<file path="src/rtl/uart_pkg.sv">
// Shared types and register-map constants for the memory-mapped UART transmitter.
package uart_pkg;

    typedef enum logic [2:0] {
        IDLE,
        START,
        DATA,
        PARITY,
        STOP
    } tx_state_t;

    localparam logic [2:0] TXDATA_OFS = 3'd0;
    localparam logic [2:0] STATUS_OFS = 3'd4;

    localparam int unsigned STAT_FULL      = 0;
    localparam int unsigned STAT_EMPTY     = 1;
    localparam int unsigned STAT_ACTIVE    = 2;
    localparam int unsigned STAT_OVF       = 3;
    localparam int unsigned STAT_PARITY    = 4;
    localparam int unsigned STAT_COUNT_LSB = 8;
    localparam int unsigned STAT_COUNT_W   = 8;

endpackage

</file>
<file path="src/rtl/sync_fifo.sv">
// Single-clock FIFO; pointers carry one extra wrap bit to tell full from empty.
module sync_fifo #(
    parameter int unsigned WIDTH = 8,
    parameter int unsigned DEPTH = 16
) (
    input  logic                     clk,
    input  logic                     rst_n,
    input  logic                     push,
    input  logic                     pop,
    input  logic [WIDTH-1:0]         din,
    output logic [WIDTH-1:0]         dout,
    output logic                     full,
    output logic                     empty,
    output logic [$clog2(DEPTH):0]   count
);

    localparam int unsigned AW = $clog2(DEPTH);
    localparam int unsigned PW = AW + 1;

    logic [WIDTH-1:0] mem_q [DEPTH];
    logic [PW-1:0]    wr_q, wr_d;
    logic [PW-1:0]    rd_q, rd_d;
    logic             push_ok;
    logic             pop_ok;

    assign empty   = (wr_q == rd_q);
    assign full    = (wr_q[AW] != rd_q[AW]) && (wr_q[AW-1:0] == rd_q[AW-1:0]);
    assign count   = wr_q - rd_q;
    assign dout    = mem_q[rd_q[AW-1:0]];
    assign push_ok = push && !full;
    assign pop_ok  = pop && !empty;

    always_comb begin
        wr_d = wr_q;
        rd_d = rd_q;
        if (push_ok) wr_d = wr_q + PW'(1);
        if (pop_ok)  rd_d = rd_q + PW'(1);
    end

    always_ff @(posedge clk or negedge rst_n) begin
        if (!rst_n) begin
            wr_q <= '0;
            rd_q <= '0;
        end else begin
            wr_q <= wr_d;
            rd_q <= rd_d;
        end
    end

    // Storage needs no reset: the pointers define which entries are valid.
    always_ff @(posedge clk) begin
        if (push_ok) mem_q[wr_q[AW-1:0]] <= din;
    end

endmodule

</file>
<file path="src/rtl/mmio_uart_tx.sv">
// Memory-mapped 8N1 UART transmitter with a byte FIFO and TXDATA/STATUS registers.
// Define UART_TX_PARITY_EN to insert an even-parity bit before the stop bit.
module mmio_uart_tx
    import uart_pkg::*;
#(
    parameter int unsigned          WORD_LEN   = 32,
    parameter logic [WORD_LEN-1:0]  BASE_ADDR  = 32'hFF00_0000,
    parameter int unsigned          CLK_FREQ   = 27_000_000,
    parameter int unsigned          BAUD       = 115_200,
    parameter int unsigned          FIFO_DEPTH = 16
) (
    input  logic                clk,
    input  logic                rst_n,
    input  logic [WORD_LEN-1:0] d_addr,
    input  logic                wen,
    input  logic [WORD_LEN-1:0] wdata,
    output logic                hit,
    output logic [WORD_LEN-1:0] rdata,
    output logic                tx,
    output logic                busy
);

    localparam int unsigned DIV   = CLK_FREQ / BAUD;
    localparam int unsigned CNT_W = (DIV > 1) ? $clog2(DIV) : 1;
    localparam int unsigned CW    = $clog2(FIFO_DEPTH) + 1;

    tx_state_t         state_q, state_d;
    logic [CNT_W-1:0]  cnt_q, cnt_d;
    logic [2:0]        bit_q, bit_d;
    logic [2:0]        bit_nxt;
    logic [7:0]        shift_q, shift_d;
    logic              tx_q, tx_d;
    logic              ovf_q, ovf_d;
    logic              bit_end;

    logic              sel_tx, sel_status;
    logic              wr_tx, wr_status;
    logic              fifo_push, fifo_pop;
    logic [7:0]        fifo_dout;
    logic              fifo_full, fifo_empty;
    logic [CW-1:0]     fifo_count;
    logic [WORD_LEN-1:0] status;
    logic              unused_bits;

    assign hit        = (d_addr[WORD_LEN-1:3] == BASE_ADDR[WORD_LEN-1:3]);
    assign sel_tx     = hit && (d_addr[2] == TXDATA_OFS[2]);
    assign sel_status = hit && (d_addr[2] == STATUS_OFS[2]);
    assign wr_tx      = wen && sel_tx;
    assign wr_status  = wen && sel_status;
    assign fifo_push  = wr_tx && !fifo_full;
    assign unused_bits = ^{d_addr[1:0], wdata[WORD_LEN-1:8]};

    sync_fifo #(
        .WIDTH (8),
        .DEPTH (FIFO_DEPTH)
    ) u_fifo (
        .clk   (clk),
        .rst_n (rst_n),
        .push  (fifo_push),
        .pop   (fifo_pop),
        .din   (wdata[7:0]),
        .dout  (fifo_dout),
        .full  (fifo_full),
        .empty (fifo_empty),
        .count (fifo_count)
    );

    always_comb begin
        status                                   = '0;
        status[STAT_FULL]                        = fifo_full;
        status[STAT_EMPTY]                       = fifo_empty;
        status[STAT_ACTIVE]                      = (state_q != IDLE);
        status[STAT_OVF]                         = ovf_q;
        status[STAT_COUNT_LSB +: STAT_COUNT_W]   = 8'(fifo_count);
`ifdef UART_TX_PARITY_EN
        status[STAT_PARITY]                      = 1'b1;
`endif
    end

    assign rdata = sel_status ? status : '0;
    assign tx    = tx_q;
    assign busy  = (state_q != IDLE) || !fifo_empty;

    // A drop on a full FIFO outranks a clear request.
    always_comb begin
        ovf_d = ovf_q;
        if (wr_status && wdata[3]) ovf_d = 1'b0;
        if (wr_tx && fifo_full)    ovf_d = 1'b1;
    end

    assign bit_end = (cnt_q == CNT_W'(DIV - 1));
    assign bit_nxt = bit_q + 3'd1;

    always_comb begin
        state_d  = state_q;
        cnt_d    = cnt_q;
        bit_d    = bit_q;
        shift_d  = shift_q;
        tx_d     = tx_q;
        fifo_pop = 1'b0;
        unique case (state_q)
            IDLE: begin
                tx_d = 1'b1;
                if (!fifo_empty) begin
                    fifo_pop = 1'b1;
                    shift_d  = fifo_dout;
                    state_d  = START;
                    cnt_d    = '0;
                    tx_d     = 1'b0;
                end
            end
            START: begin
                cnt_d = cnt_q + CNT_W'(1);
                if (bit_end) begin
                    state_d = DATA;
                    cnt_d   = '0;
                    bit_d   = 3'd0;
                    tx_d    = shift_q[0];
                end
            end
            DATA: begin
                cnt_d = cnt_q + CNT_W'(1);
                if (bit_end) begin
                    cnt_d = '0;
                    if (bit_q == 3'd7) begin
`ifdef UART_TX_PARITY_EN
                        state_d = PARITY;
                        tx_d    = ^shift_q;
`else
                        state_d = STOP;
                        tx_d    = 1'b1;
`endif
                    end else begin
                        bit_d = bit_nxt;
                        tx_d  = shift_q[bit_nxt];
                    end
                end
            end
            PARITY: begin
                cnt_d = cnt_q + CNT_W'(1);
                if (bit_end) begin
                    state_d = STOP;
                    cnt_d   = '0;
                    tx_d    = 1'b1;
                end
            end
            STOP: begin
                cnt_d = cnt_q + CNT_W'(1);
                if (bit_end) begin
                    state_d = IDLE;
                    cnt_d   = '0;
                    tx_d    = 1'b1;
                end
            end
            default: begin
                state_d = IDLE;
                cnt_d   = '0;
                tx_d    = 1'b1;
            end
        endcase
    end

    // Reset drops any partial frame and returns the line high at once.
    always_ff @(posedge clk or negedge rst_n) begin
        if (!rst_n) begin
            state_q <= IDLE;
            cnt_q   <= '0;
            bit_q   <= '0;
            shift_q <= '0;
            tx_q    <= 1'b1;
            ovf_q   <= 1'b0;
        end else begin
            state_q <= state_d;
            cnt_q   <= cnt_d;
            bit_q   <= bit_d;
            shift_q <= shift_d;
            tx_q    <= tx_d;
            ovf_q   <= ovf_d;
        end
    end

endmodule

</file>
<file path="config.mk">
export PLATFORM = sky130hd
export DESIGN_NAME = mmio_uart_tx
export DESIGN_NICKNAME = d
export VERILOG_FILES = /design/src/rtl/uart_pkg.sv /design/src/rtl/sync_fifo.sv /design/src/rtl/mmio_uart_tx.sv
export SDC_FILE = /design/constraint.sdc
export NUM_CORES = 1
export LEC_CHECK = 0
export ABC_AREA = 1
export CORE_MARGIN = 3
export CORE_UTILIZATION = 56
export DETAILED_ROUTE_END_ITERATION = 10
export GPL_ROUTABILITY_DRIVEN = 0
export GPL_TIMING_DRIVEN = 0
export PLACE_DENSITY_LB_ADDON = 0.1
export SLEW_MARGIN = 20
export SYNTH_ARGS = -nofsm -noshare
export SYNTH_HDL_FRONTEND = slang
export SYNTH_HIERARCHICAL = 1
export SYNTH_SLANG_ARGS = --single-unit
</file>
<file path="constraint.sdc">
create_clock -name clk -period 2.9 [get_ports clk]
set_input_delay 0.58 -clock clk [delete_from_list [all_inputs] [get_ports clk]]
set_output_delay 0.58 -clock clk [all_outputs]
set_load 0.05 [all_outputs]
</file>
Clock routing:
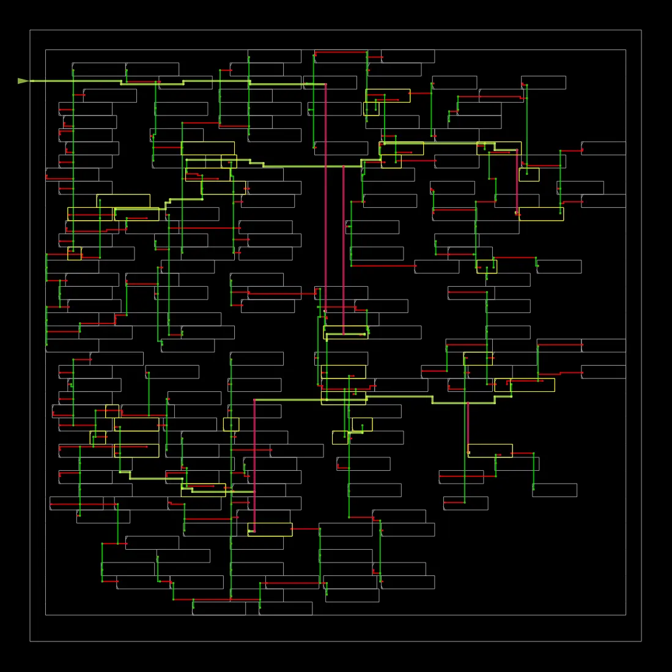
TritonCTS buffer count: 17
tally of clock buffers in the finished layout: 17
Power Clock: 2310 µW
Clock Latency Late Sink: 430 ps
FF+latch count: 162

==> results.cfg <==
; physical design summary
[synthesis]
ys_types = 36
postSynthSeqShare_pct = 57.76

[setup_path]
start_kind = flip-flop
critPathBufInv = 4
startpoint = u_fifo/rd_q[1]$_DFFE_PN0P_
worstSetupPathDepth = 12
timing.critical_path.cells = buf_4 > inv_4 > ha_1 > nand2_1 > nor2_1 > nand2_1 > inv_1 > nor2_1 > nand2_4 > inv_4 > nand2_2 > nor2_1
cpLargestDelayFamily = simple AND/OR/NAND/NOR gates
worst-endpoint-required_ps = 2960

[global_route]
met2_usage_pct = 38.85
grt_first_pass_wirelength_mm = 28.22

[final_timing]
rsz0062_at_grt = true
timing_max_transition_violations_final = 0
fmax_mhz = 355.1
final.hold.worst_slack_ps = 55.84

[power]
switching_share_pct = 22.26
post-layout-total-power_uw = 5013
seq_power_uw = 2510

[finish]
top_class_by_area = sequential cells

[clock_network]
tritoncts = built
root_buffer = clkbuf_16

[status]
outcome = completed

[job]
number_of_logged_tool_warnings = 57

[routing]
initialDrtViolationCount = 411
Power grid:
Pins as bars on the die edge.
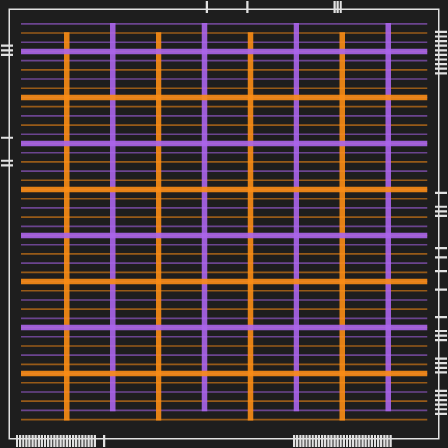
legend:
  purple:
    net: VDD
  orange:
    net: VSS
met5 straps: 8
met1 rails: 44
signal pins: 102
rows: 43
met4 straps: 8

synth_stat cells (all sizes together):
cell	n	share of area, %
nor2	62	3.3
edfxtp	128	47
clkinv	22	1.0
or2	1	0.077
and3	1	0.077
nand3	103	6.5
conb	1	0.046
ha	13	2.0
o21ai	11	0.68
buf	46	4.0
clkbuf	1	0.046
a21oi	9	0.88
o22ai	1	0.077
xnor2	6	0.65
nor3	3	0.31
nand2	304	15
nand4	3	0.23
inv	145	6.7
dfstp	1	0.32
xor2	8	0.86
dfrtp	33	10
fa	1	0.25
metrics by stage:
| stage | instances | utilization, % |
|---|---|---|
| final | 1192 | 68.63 |
| after global routing | 1192 | 68.63 |
| after CTS | 1191 | 68.33 |
| after detailed placement | 1158 | 63.96 |
| after global placement | 1157 | 63.80 |
| after floorplan | 925 | - |
No activity file was given, so power comes from the tool's default toggle rates.
